==> config.mk <==
export PLATFORM = sky130hd
export DESIGN_NAME = paddle_position_ctrl
export DESIGN_NICKNAME = d
export VERILOG_FILES = /design/src/rtl/paddle_position_ctrl.sv
export SDC_FILE = /design/constraint.sdc
export NUM_CORES = 1
export LEC_CHECK = 0
export CAP_MARGIN = 20
export CORE_UTILIZATION = 60
export CTS_BUF_LIST = sky130_fd_sc_hd__clkbuf_2
export CTS_CLUSTER_SIZE = 28
export DETAILED_ROUTE_END_ITERATION = 10
export HOLD_SLACK_MARGIN = 0.02
export MAX_ROUTING_LAYER = met4
export PLACE_DENSITY = 0.8
export SYNTH_ARGS = -nofsm -noshare
export SYNTH_HDL_FRONTEND = slang
export SYNTH_SLANG_ARGS = --single-unit
==> constraint.sdc <==
create_clock -name clk -period 1.93 [get_ports clk]
set_input_delay 0.193 -clock clk [delete_from_list [all_inputs] [get_ports clk]]
set_output_delay 0.193 -clock clk [all_outputs]
set_load 0.03 [all_outputs]
==> src/rtl/paddle_position_ctrl.sv <==
// Paddle controller: two raw buttons are synchronised, debounced and turned into
// single saturating steps of a 4-bit paddle position. Optional auto-repeat: PADDLE_AUTOREPEAT_EN.
module paddle_position_ctrl #(
    parameter int DEBOUNCE_CYCLES = 500000,
    parameter int POS_MIN         = 1,
    parameter int POS_MAX         = 8,
    parameter int POS_HOME        = 4,
    parameter int REPEAT_DELAY    = 25000000,
    parameter int REPEAT_CYCLES   = 10000000
) (
    input  logic       clk,
    input  logic       rst_n,
    input  logic       btn_up,
    input  logic       btn_dn,
    input  logic       enable,
    input  logic       center,
    output logic [3:0] pos,
    output logic       moved
);

    localparam int              CW       = $clog2(DEBOUNCE_CYCLES);
    localparam logic [CW-1:0]   CNT_LAST = CW'(DEBOUNCE_CYCLES - 1);
    localparam logic [3:0]      P_MIN    = 4'(POS_MIN);
    localparam logic [3:0]      P_MAX    = 4'(POS_MAX);
    localparam logic [3:0]      P_HOME   = 4'(POS_HOME);

    // Index 0 is the up button, index 1 the down button.
    logic [1:0]          w_btn;
    logic [1:0]          r_s1;
    logic [1:0]          r_s2;
    logic [1:0]          r_stable;
    logic [1:0]          r_stable_d;
    logic [1:0][CW-1:0]  r_cnt;
    logic [1:0]          w_press;
    logic [1:0]          w_step;
    logic [3:0]          r_pos;
    logic                r_moved;

    assign w_btn   = {btn_dn, btn_up};
    assign w_press = r_stable & ~r_stable_d;

    // Two-flop synchronisers and per-button debounce counters.
    always_ff @(posedge clk) begin
        if (!rst_n) begin
            r_s1       <= 2'b00;
            r_s2       <= 2'b00;
            r_stable   <= 2'b00;
            r_stable_d <= 2'b00;
            r_cnt      <= '0;
        end else begin
            r_s1       <= w_btn;
            r_s2       <= r_s1;
            r_stable_d <= r_stable;
            for (int i = 0; i < 2; i++) begin
                if (r_s2[i] == r_stable[i]) begin
                    r_cnt[i] <= '0;
                end else if (r_cnt[i] == CNT_LAST) begin
                    r_stable[i] <= r_s2[i];
                    r_cnt[i]    <= '0;
                end else begin
                    r_cnt[i] <= r_cnt[i] + CW'(1);
                end
            end
        end
    end

`ifdef PADDLE_AUTOREPEAT_EN
    localparam int            RMAX      = (REPEAT_DELAY > REPEAT_CYCLES) ? REPEAT_DELAY : REPEAT_CYCLES;
    localparam int            RW        = $clog2(RMAX + 1);
    localparam logic [RW-1:0] REP_FIRST = RW'(REPEAT_DELAY);
    localparam logic [RW-1:0] REP_NEXT  = RW'(REPEAT_CYCLES);

    logic [RW-1:0] r_rep_cnt;
    logic          r_rep_first;
    logic          w_hold_one;
    logic          w_rep_due;

    // Repeat qualifies only while exactly one button is held in a running game;
    // a counter of 0 means no press has armed it yet.
    always_comb begin
        w_hold_one = enable & (r_stable[0] ^ r_stable[1]) & ~center;
        w_rep_due  = 1'b0;
        if (w_hold_one && (r_rep_cnt != '0)) begin
            w_rep_due = (r_rep_cnt == (r_rep_first ? REP_FIRST : REP_NEXT));
        end else begin
            w_rep_due = 1'b0;
        end
        w_step = w_press | (r_stable & {2{w_rep_due}});
    end

    // Auto-repeat interval counter.
    always_ff @(posedge clk) begin
        if (!rst_n) begin
            r_rep_cnt   <= '0;
            r_rep_first <= 1'b1;
        end else if (!w_hold_one) begin
            r_rep_cnt   <= '0;
            r_rep_first <= 1'b1;
        end else if (|w_press) begin
            r_rep_cnt   <= RW'(1);
            r_rep_first <= 1'b1;
        end else if (w_rep_due) begin
            r_rep_cnt   <= RW'(1);
            r_rep_first <= 1'b0;
        end else if (r_rep_cnt != '0) begin
            r_rep_cnt   <= r_rep_cnt + RW'(1);
        end else begin
            r_rep_cnt   <= r_rep_cnt;
        end
    end
`else
    assign w_step = w_press;
`endif

    // Position update with center > enable > conflict > up > down priority.
    always_ff @(posedge clk) begin
        if (!rst_n) begin
            r_pos   <= P_HOME;
            r_moved <= 1'b0;
        end else if (center) begin
            r_pos   <= P_HOME;
            r_moved <= 1'b0;
        end else if (!enable) begin
            r_moved <= 1'b0;
        end else if (w_step[0] && w_step[1]) begin
            r_moved <= 1'b0;
        end else if (w_step[0]) begin
            if (r_pos < P_MAX) begin
                r_pos   <= r_pos + 4'd1;
                r_moved <= 1'b1;
            end else begin
                r_moved <= 1'b0;
            end
        end else if (w_step[1]) begin
            if (r_pos > P_MIN) begin
                r_pos   <= r_pos - 4'd1;
                r_moved <= 1'b1;
            end else begin
                r_moved <= 1'b0;
            end
        end else begin
            r_moved <= 1'b0;
        end
    end

    assign pos   = r_pos;
    assign moved = r_moved;

endmodule
==> results.ini, run 1 <==
[outcome]
status = finished, final reports clean

[sta]
finClkSkew_ps = 22.4
whs_ps = 309
period_needed_ps = 1810
setup_ws_ps = 121
slew_violations = 0
fin_crit_sh_pct = 93.7
worstMarginPinSlew_ps = 492
relSlewSlack_pct = 67.0
rsz0062_at_grt = no
setup-violations-final = 0
finalHoldViolCount = 0
finalSetupTns_ps = 0
fmax_mhz = 553

[placed_design]
pre_cts_slack_ps = 202
port-buffer-count = 10
dpl.hpwl_mm = 2.49
gp_congestion = 0.781

[critical_path]
critPathMaxStageDelay_ps = 700
cp_top_family = buffers and inverters
cp.arrival_ps = 1620
crit_path_start_kind = flop
rr_worst_depth = 8
critPathKind = flop to output pin
required_ps = 1740
end_kind = output pin
worstPathMaxFanout = 6
worst-path-buf-inv = 1
cp_cell_sequence = clkdlybuf4s50_1
cp_num_cells = 1
slowest_stage = clkdlybuf4s50_1

[synthesis]
synth_top_cell_by_count = nor2_1
synthCells = 245
avgSynthCellArea_um2 = 9.08
yosysUniqueCellTypes = 35
synth-async-reset-ratio_pct = 0
edf_count = 0
largest_area_cell = dfxtp_1
ys_ff = 51
topCellsByArea = dfxtp_1 46%, xor2_1 9.5%, nor2_1 8.8%
common_cells = 52 x nor2_1, 51 x dfxtp_1, 24 x xor2_1, 15 x nand2_1, 15 x nand3_1
yosysTopAreaCellShare_pct = 45.9
synthFlopType = dfxtp_1
syn-num-nets = 256
ys_warn_count = 0
yosys-stat-cells = 245
ys_area_mm2 = 0.00222
syn_area_mm2 = 0.00222
ys_seq_share_pct = 45.9

[clocking]
clk_pin_slew_ps = 240
cts_root_buffer = clkbuf_2
clock-sinks = 51
post-cts-setup-buffers = 0
cts_hold_buf = 0
cts_buffers = 5
clockBufferDepth = 2
h-tree-depth = 2
insertion_delay_ps = 430
cts_tree = done

[die]
rows = 21
core_mm2 = 0.00344
fp-utilization_pct = 64.6
die-area_mm2 = 0.00395
die_w_um = 62.9
die_h_um = 62.9
ios = 11

[power]
vdd_drop_max_mv = 0.579
p_leak_nw = 0.862
powerDensity_mw_per_mm2 = 714
total_power_mw = 1.77

[grt]
grt_pass1_wl_mm = 6.18
grt_max_degree = 18
grt_pass1_vias = 1518
grtUsageTotal_pct = 20.3
grt-ovfl-total = 0
grt_antenna_before_repair = 0

[route]
route.detailed.drc = 0
first_pass_iters = 4
wl_mm = 3.41
vias = 1590
drtIter0Drc = 62
ant_nets = 0
wl_per_cell_um = 11.1
via_per_inst = 5.16

[cells_and_area]
num_antenna_cells = 0
n_fill_cell = 268
area_growth_pct = 11.5
fin_nets = 272
fin_util_pct = 72.0
logic_area_mm2 = 0.00115
seq_area_mm2 = 0.00102
drive_gt1_share_pct = 8.40

[min_path]
hold_path.class = primary input to flop
whs_path_depth = 2

[job]
openroad.warnings = 28
drv_cap = 0

-- run 1: sequential cells by signal, summed over array words and instances (netlist names) --
register / flops
moved: 1
r_cnt: 38
r_stable: 2
r_s1: 2
r_stable_d: 2
pos: 4
r_s2: 2
-- run 1: cell type report --
type | instances | share of cell area (%)
Inverter | 5 | 0.757
Clock buffer | 6 | 1.21
Timing Repair Buffer | 15 | 5.65
Sequential cell | 51 | 41.3
Multi-Input combinational cell | 183 | 46.3
Tap cell | 46 | 2.32
Clock inverter | 2 | 2.42
-- run 1: layout by cell type (no fill, tap or decap), types with 2 or more instances in the layout --
cell type and n:
nand3_1 15, nor3_1 5, mux2i_1 3, bufinv_16 2, or2_1 2, and4_1 4, and2_1 6, or3_1 2
nor3_2 2, buf_4 5, ha_1 5, nand4_1 9, clkbuf_2 6, inv_1 5, and3_1 4, xnor2_1 14
dfxtp_1 49, xor2_1 24, o21ai_0 3, nand2_1 15, clkdlybuf4s50_1 9, nor2_1 52, nor4b_1 4, dfxtp_2 2
a21oi_1 2
-- run 1: logic make-up (layout without fill, tap and decap cells) --
| kind of cell | after synthesis | after routing | synth area share, % |
|---|---|---|---|
| AND/OR/NAND/NOR | 129 | 129 | 30.2 |
| flip-flops | 51 | 51 | 45.9 |
| XOR/XNOR | 38 | 38 | 15.0 |
| buffers and inverters | 11 | 28 | 2.42 |
| AND-OR/OR-AND | 8 | 8 | 2.31 |
| adder cells (fa/ha/maj) | 5 | 5 | 2.81 |
| multiplexers | 3 | 3 | 1.35 |
-- run 1: per-layer routing --
layer  vias to the layer above  routed length, µm  GRT usage (%)  share of wire, %
met5                         -                  0              -                 0
met4                         0                 57           7.85               1.7
met3                         6                 79           5.47               2.3
met2                        12               1630           34.4                48
met1                       725               1640           22.3                48
li1                        847                  -              -                 -
-- run 1: stage by stage --
| step | std cells | instance area [µm²] |
|---|---|---|
| 2_1_floorplan | 245 | 2220 |
| 3_3_place_gp | 300 | 2380 |
| 3_5_place_dp | 300 | 2380 |
| 4_1_cts | 308 | 2470 |
| 5_1_grt | 308 | 2480 |
| 6_report | 308 | 2480 |
-- run 1: where the power goes --
| part | internal (mW) | leakage, nW | switching, mW |
|---|---|---|---|
| logic | 0.0181 | 0.396 | 0.0140 |
| clock network | 0.354 | 0.0532 | 0.319 |
| registers | 1.06 | 0.413 | 0.00262 |
| total | 1.43 | 0.862 | 0.336 |
-- run 1: final timing paths --
kind            from  endpoint  slack [ps]
max reg2reg   pos[0]    pos[3]         190
min reg2reg  r_s1[1]   r_s2[1]         470
max           pos[2]    pos[2]         120
min           btn_dn   r_s1[1]         310
-- run 1: worst register-to-register path, cell delays in order, from the launching register on --
cell	delay, ps
dfxtp_2	430
inv_1	80
ha_1	210
nor2_1	110
o311a_1	170
o21ai_2	60
buf_4	150
or3_1	340
a21oi_1	150
-- run 1: timing repair --
action	in CTS	in global routing
hold endpoints to repair	0	0
resized	0	2
setup endpoints to repair	0	2
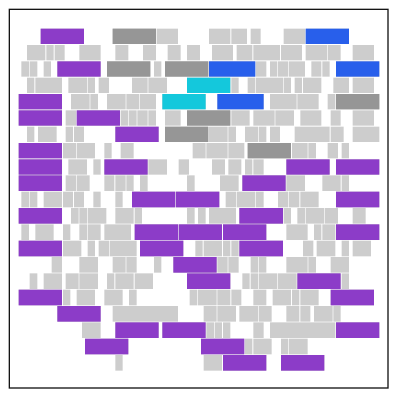
Run 1: sequential cells grouped by signal name
Drawn at 6 px/µm. Other sequential cells in the stronger gray, the rest of the logic in the fainter gray.
[r_stable] cyan | placed flops: 2
[pos] blue | placed flops: 4
[r_cnt] purple | placed flops: 38
not colored: 7

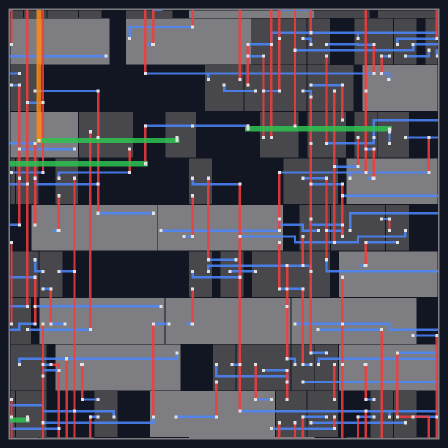
Run 1: a small window of the routed layout
Window x 19 to 44, y 19 to 44 µm. Cells in gray, sequential cells in the stronger gray; small squares are vias.
[metal 3] green
[metal 2] red
[metal 1] blue
[metal 4] orange
sequential cells in the window: 14
cells with their middle in the window: 50
most frequent: dfxtp_1 (14), nor2_1 (12)
netlist names of flops here include: r_cnt (12), r_stable_d (2)

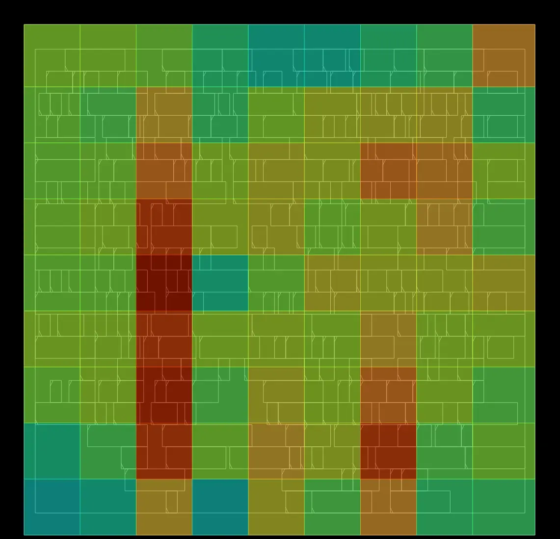
Run 1: congestion heat map
GRT Max-Usage Layer: met2
GR Util met1: 22.3%

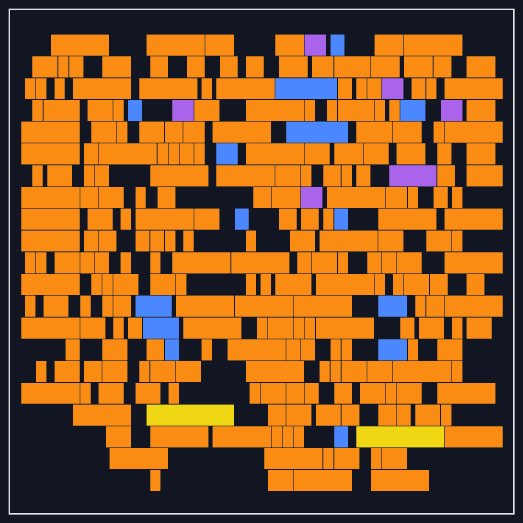
Run 1: cell sizes after repair
Drawn at 8 px/µm.
[_3 and _4 cells] purple | cells: 6
[_0 and _1 cells] orange | cells: 240
[_2 cells] blue | cells: 14
[_6 and larger] yellow | cells: 2

Run 1, met2 routing:
Drawn at 6 px/µm.
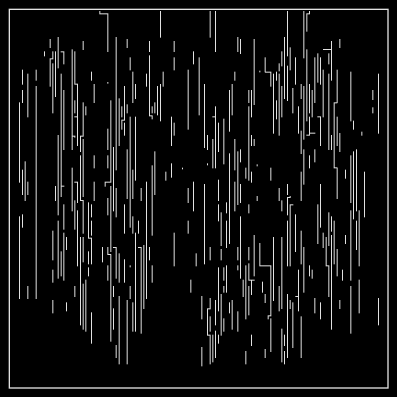

==> run 2, diff against run 1 <==
Settings changed: CORE_MARGIN set to 2, CORE_UTILIZATION 60 to 40, PLACE_DENSITY 0.8 to unset.
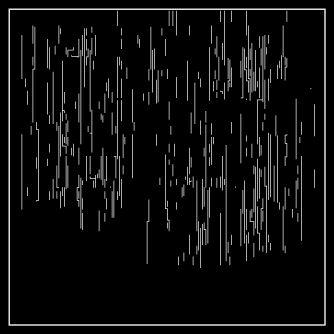
Run 2: met2 routing
Drawn at 4 px/µm.
wire length on this layer: 1610 µm
main direction: vertical

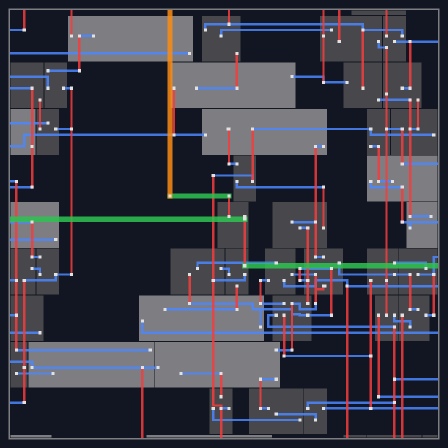
Run 2: a small window of the routed layout
Window x 27 to 52, y 27 to 52 µm. Cells in gray, sequential cells in the stronger gray; small squares are vias.
[metal 1] blue
[metal 4] orange
[metal 2] red
[metal 3] green
sequential cells in the window: 7
cells with their middle in the window: 34
netlist names of flops here include: r_cnt (6), r_stable (1)
most frequent: nor2_1 (9), dfxtp_1 (7), xor2_1 (5)

==> run 2 against run 1 <==
Against the previous run: first-iteration DRC count down 34%; worst setup slack improved by 0.91 ps; synthesized cell count did not move; power shrank 15%; via count down 0.31%; register-to-register slack got worse by 40 ps; clock power decreased by 39%; fmax about the same; final cell count rose by 8.1%; global-route usage decreased by 7.0 points; critical path depth is the same; routed wire length rose by 3.8%; critical endpoint is now pos[3]; largest cell class unchanged; highest routed layer unchanged.
==> results.ini, run 2 <==
[clocking]
post-cts-setup-buffers = 0  ; unchanged
cts_resized = 0  ; unchanged
clockBufferDepth = 2  ; unchanged
cts_root_buffer = clkbuf_2
cts_tree = done
h-tree-depth = 2  ; unchanged
insertion_delay_ps = 430  ; about the same
cts_buffers = 5  ; unchanged
cts_hold_buf = 0  ; unchanged
clock-sinks = 51  ; unchanged
clk_pin_slew_ps = 240  ; about the same

[synthesis]
yosysUniqueCellTypes = 35  ; unchanged
ys_seq_share_pct = 45.9  ; unchanged
ys_ff = 51  ; unchanged
synthFlopType = dfxtp_1
topCellsByArea = dfxtp_1 46%, xor2_1 9.5%, nor2_1 8.8%
syn-num-nets = 256  ; unchanged
avgSynthCellArea_um2 = 9.08  ; unchanged
syn_area_mm2 = 0.00222  ; unchanged
ys_warn_count = 0  ; unchanged
yosysTopAreaCellShare_pct = 45.9  ; unchanged
largest_area_cell = dfxtp_1
synthCells = 245  ; unchanged
synth_top_cell_by_count = nor2_1
synth-async-reset-ratio_pct = 0  ; unchanged
ys_area_mm2 = 0.00222  ; unchanged
common_cells = 52 x nor2_1, 51 x dfxtp_1, 24 x xor2_1, 15 x nand2_1, 15 x nand3_1
edf_count = 0  ; unchanged
yosys-stat-cells = 245  ; unchanged

[route]
via_per_inst = 4.76  ; -7.8%
ant_nets = 0  ; unchanged
wl_per_cell_um = 10.6  ; -4.0%
vias = 1585  ; -0.31%
route.detailed.drc = 0  ; unchanged
drtIter0Drc = 41  ; -34%
first_pass_iters = 4  ; unchanged
wl_mm = 3.54  ; +3.8%

[grt]
grt_pass1_wl_mm = 6.33  ; +2.6%
grt_pass1_vias = 1515  ; -0.20%
grt_antenna_before_repair = 0  ; unchanged
grt-ovfl-total = 0  ; unchanged
grtUsageTotal_pct = 13.2  ; -7.0 points
grt_max_degree = 18  ; unchanged

[power]
total_power_mw = 1.51  ; -15%
vdd_drop_max_mv = 0.364  ; -37%
p_leak_nw = 0.833  ; -3.4%
powerDensity_mw_per_mm2 = 608  ; -15%

[sta]
relSlewSlack_pct = 74.9  ; +7.9 points
finalSetupTns_ps = 0  ; unchanged
period_needed_ps = 1810  ; -0.912 ps
slew_violations = 0  ; unchanged
setup-violations-final = 0  ; unchanged
fin_crit_sh_pct = 93.7  ; about the same
rsz0062_at_grt = no
finClkSkew_ps = 22.3  ; -0.126 ps
finalHoldViolCount = 0  ; unchanged
whs_ps = 314  ; +5.10 ps
worstMarginPinSlew_ps = 375  ; -117 ps
fmax_mhz = 553  ; about the same

[die]
die-area_mm2 = 0.00617  ; +56%
rows = 27  ; +29%
core_mm2 = 0.00544  ; +58%
die_h_um = 78.6  ; +25%
die_w_um = 78.6  ; +25%
ios = 11  ; unchanged
fp-utilization_pct = 40.9  ; -24 points

[placed_design]
gp_congestion = 0.763  ; -2.4%
port-buffer-count = 10  ; unchanged
dp.cells = 326  ; +8.7%
dpl.hpwl_mm = 2.56  ; +2.5%

[job]
openroad.warnings = 28  ; unchanged
drv_cap = 0  ; unchanged

[cells_and_area]
largest_reg_flops = 38  ; unchanged
top_register = r_cnt
area_growth_pct = 11.6
fin_nets = 272  ; unchanged
num_antenna_cells = 0  ; unchanged
lay_top_count = nor2_1
fin_cells = 333  ; +8.1%
fin_util_pct = 45.6  ; -26 points
drive_gt1_share_pct = 8.05  ; -0.35 points
layout_top_cells = 52 x nor2_1, 49 x dfxtp_1, 24 x xor2_1

[min_path]
hold_path.class = primary input to flop

[critical_path]
critPathKind = flop to output pin
cp_cell_sequence = clkdlybuf4s50_1
cp.arrival_ps = 1610  ; about the same
critPathMaxStageDelay_ps = 710  ; about the same
slowest_stage = clkdlybuf4s50_1
worstPathMaxFanout = 5  ; -1
worst-path-buf-inv = 1  ; unchanged
required_ps = 1740  ; about the same
crit_path_start_kind = flop
cp_top_family = buffers and inverters
end_kind = output pin

[outcome]
status = finished, final reports clean

[run 2: cell counts after synthesis]
No cell type changed its count.
[run 2: path summary, 6_finish.rpt]
kind / from / to / slack (ps) / cells after the start
hold / removal: btn_dn / r_s1[1] / 310 / 2
setup / recovery: pos[3] / pos[3] / 120 / 1
hold reg to reg: r_s1[0] / r_s2[0] / 470 / 1
setup reg to reg: pos[0] / pos[2] / 150 / 7
[run 2: kinds of logic after synthesis]
family | share of synthesized area (%)
AND/OR/NAND/NOR | 30.2
flip-flops | 45.9
XOR/XNOR | 15.0
buffers and inverters | 2.42
AND-OR/OR-AND | 2.31
adder cells (fa/ha/maj) | 2.81
multiplexers | 1.35
[run 2: where the power goes]
part / internal, mW / switching (mW)
combinational: 0.0208 / 0.0145
clock: 0.0833 / 0.327
sequential: 1.06 / 0.00281
[run 2: metrics by stage]
step	cell area (µm²)	setup WS, ps
finish	2480	122
global route	2480	6.52
CTS	2480	81.0
detailed placement	2440	137
global placement	2440	179
floorplan	2220	13.1
[run 2: routing by layer]
layer | vias to the layer above | global-route usage, % | part of all wire [%]
met4 | 0 | 6.49 | 1.8
met3 | 7 | 3.45 | 2.3
met1 | 718 | 15.9 | 51
met2 | 8 | 20.6 | 45
met5 | - | - | 0
li1 | 852 | - | -
[run 2: final cells by class]
cell class,count,area [µm²]
sequential,51,1020
tap,72,90.1
multi-input combinational,183,1150
clock buffer,5,25.0
clock inverter,2,13.8
fill,530,2960
inverter,5,18.8
timing repair buffer,15,163
==> run 3, diff against run 2 <==
Settings changed: CTS_CLUSTER_SIZE 28 to unset.
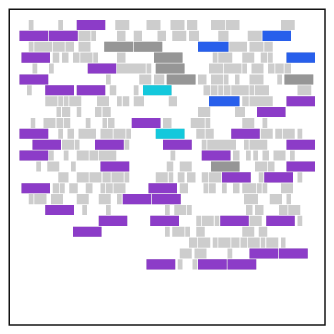
Run 3: sequential cells grouped by signal name
Drawn at 4 px/µm. Other sequential cells in the stronger gray, the rest of the logic in the fainter gray.
[pos] blue | placed flops: 4 | where: upper right
[r_cnt] purple | placed flops: 38
[r_stable] cyan | placed flops: 2

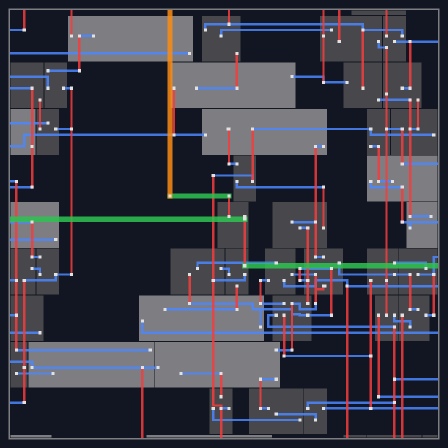
Run 3: a small window of the routed layout
Window x 27 to 52, y 27 to 52 µm. Cells in gray, sequential cells in the stronger gray; small squares are vias.
[metal 4] orange
[metal 2] red
[metal 1] blue
[metal 3] green
cells with their middle in the window: 34
sequential cells in the window: 7
most frequent: nor2_1 (9), dfxtp_1 (7), xor2_1 (5)
netlist names of flops here include: r_cnt (6), r_stable (1)

==> run 3 against run 2 <==
Against the previous run: area after synthesis unchanged; hold slack unchanged; sequential share of layout area unchanged; sequential power about the same; clock skew unchanged; global-route usage unchanged; core utilization unchanged; cell area unchanged; critical path type unchanged.
==> results.ini, run 3 <==
[critical_path]
rrSetupSlack_ps = 150  ; about the same
required_ps = 1740  ; about the same
critPathMaxStageDelay_ps = 710  ; about the same
r2r_end = pos[2]
worst-path-buf-inv = 1  ; unchanged
crit_path_start_kind = flop
critical_path.startpoint = pos[3]
cp.arrival_ps = 1610  ; about the same
critPathKind = flop to output pin
cp_cell_sequence = clkdlybuf4s50_1
rr_worst_depth = 7  ; unchanged
slowest_stage = clkdlybuf4s50_1
end_kind = output pin
cp_top_family = buffers and inverters
worstPathMaxFanout = 5  ; unchanged
rr_startpoint = pos[0]

[grt]
grt_pass1_vias = 1515  ; unchanged
grtUsageTotal_pct = 13.2  ; unchanged
grt_antenna_before_repair = 0  ; unchanged
grt_pass1_wl_mm = 6.33  ; unchanged
grt_max_degree = 18  ; unchanged
grt-ovfl-total = 0  ; unchanged

[placed_design]
gp_congestion = 0.763  ; unchanged
dpl.hpwl_mm = 2.56  ; unchanged
port-buffer-count = 10  ; unchanged
dpl-instance-area_mm2 = 0.00244  ; unchanged

[clocking]
cts_buffers = 5  ; unchanged
cts_root_buffer = clkbuf_2
insertion_delay_ps = 430  ; about the same
clockBufferDepth = 2  ; unchanged
cts_tree = done
clk_pin_slew_ps = 240  ; about the same
clock-sinks = 51  ; unchanged
h-tree-depth = 2  ; unchanged
cts_hold_buf = 0  ; unchanged

[cells_and_area]
num_antenna_cells = 0  ; unchanged
lay_top_count = nor2_1
top_register = r_cnt
logic_area_mm2 = 0.00115  ; unchanged
largest_reg_flops = 38  ; unchanged
area_growth_pct = 11.6  ; unchanged
seq_area_mm2 = 0.00102  ; unchanged
drive_gt1_share_pct = 8.05  ; unchanged
stdcell_area_mm2 = 0.00248  ; unchanged
fin_nets = 272  ; unchanged
n_fill_cell = 530  ; unchanged
layout_top_cells = 52 x nor2_1, 49 x dfxtp_1, 24 x xor2_1

[route]
route.detailed.drc = 0  ; unchanged
vias = 1585  ; unchanged
first_pass_iters = 4  ; unchanged
wl_per_cell_um = 10.6  ; unchanged
drtIter0Drc = 41  ; unchanged
ant_nets = 0  ; unchanged
via_per_inst = 4.76  ; unchanged
wl_mm = 3.54  ; unchanged

[job]
drv_cap = 0  ; unchanged
openroad.warnings = 28  ; unchanged

[die]
fp-utilization_pct = 40.9  ; unchanged
core_mm2 = 0.00544  ; unchanged
die-area_mm2 = 0.00617  ; unchanged
ios = 11  ; unchanged
die_h_um = 78.6  ; unchanged
die_w_um = 78.6  ; unchanged
rows = 27  ; unchanged

[sta]
fmax_mhz = 553  ; unchanged
rsz0062_at_grt = no
finalSetupTns_ps = 0  ; unchanged
period_needed_ps = 1810  ; unchanged
whs_ps = 314  ; unchanged
setup-violations-final = 0  ; unchanged
worstMarginPinSlew_ps = 375  ; unchanged
slew_violations = 0  ; unchanged
finalHoldViolCount = 0  ; unchanged
fin_crit_sh_pct = 93.7  ; unchanged
finClkSkew_ps = 22.3  ; unchanged
relSlewSlack_pct = 74.9  ; unchanged

[min_path]
hold_path.class = primary input to flop
min-delay-start = btn_dn
min_to = r_s1[1]
whs_path_depth = 2  ; unchanged

[synthesis]
syn_area_mm2 = 0.00222  ; unchanged
common_cells = 52 x nor2_1, 51 x dfxtp_1, 24 x xor2_1, 15 x nand2_1, 15 x nand3_1
largest_area_cell = dfxtp_1
syn-num-nets = 256  ; unchanged
synthCells = 245  ; unchanged
yosys-stat-cells = 245  ; unchanged
yosysTopAreaCellShare_pct = 45.9  ; unchanged
avgSynthCellArea_um2 = 9.08  ; unchanged
synth-async-reset-ratio_pct = 0  ; unchanged
synthFlopType = dfxtp_1
topCellsByArea = dfxtp_1 46%, xor2_1 9.5%, nor2_1 8.8%
yosysUniqueCellTypes = 35  ; unchanged
ys_warn_count = 0  ; unchanged
ys_ff = 51  ; unchanged
edf_count = 0  ; unchanged
synth_top_cell_by_count = nor2_1
ys_area_mm2 = 0.00222  ; unchanged
ys_seq_share_pct = 45.9  ; unchanged

[power]
p_leak_nw = 0.833  ; unchanged
vdd_drop_max_mv = 0.364  ; unchanged
powerDensity_mw_per_mm2 = 608  ; unchanged

[outcome]
status = finished, final reports clean

-- run 3: cell counts after synthesis --
Identical to the previous run, type by type.
-- run 3: how the worst max path moves through the flow --
stage,end,slack [ps],cells after the start
2_1_floorplan,pos[2],10,7
3_3_place_gp,pos[2],180,7
3_5_place_dp,pos[2],140,7
4_1_cts,pos[3],80,1
5_1_grt,pos[3],7,1
6_report,pos[3],120,1
-- run 3: cells by family after synthesis --
group	after synthesis	share of synthesized area, %
xor+xnor	38	15.0
fa+ha+maj	5	2.81
mux	3	1.35
simple gates	129	30.2
buf+inv	11	2.42
flops	51	45.9
compound gates	8	2.31
-- run 3: what timing repair did --
| item | 4_1_cts | 5_1_grt |
|---|---|---|
| resized | 0 | 1 |
| endpoints found under the setup margin | 0 | 1 |
| setup buffers | 0 | 0 |
-- run 3: area by class of cell --
cell class	count	share of cell area (%)
Clock buffer	5	1.01
Clock inverter	2	0.554
Inverter	5	0.756
Multi-Input combinational cell	183	46.3
Sequential cell	51	41.2
Tap cell	72	3.63
Timing Repair Buffer	15	6.55
-- run 3: report_power, final --
part	switching [mW]	total, mW	leakage, nW	internal (mW)
Sequential	0.00281	1.06	0.413	1.06
Clock	0.327	0.410	0.0288	0.0833
Combinational	0.0145	0.0353	0.391	0.0208
-- run 3: per-layer routing --
layer  GRT usage, %  vias to the layer above  routed length [µm]
met3           3.45                        7                  81
met2           20.6                        8                1610
met5              -                        -                   0
met1           15.9                      718                1790
met4           6.49                        0                  63
li1               -                      852                   -
-- run 3: metrics by stage --
stage	total power [mW]	util [%]	instances	setup WS, ps
5_1_grt	1.59	45.6	333	6.52
3_3_place_gp	1.12	44.9	326	179
2_1_floorplan	1.10	-	245	13.1
6_report	1.51	45.6	333	122
4_1_cts	1.54	45.6	333	81.0
3_5_place_dp	1.12	44.9	326	137
Power is estimated from default activity; no workload was simulated.
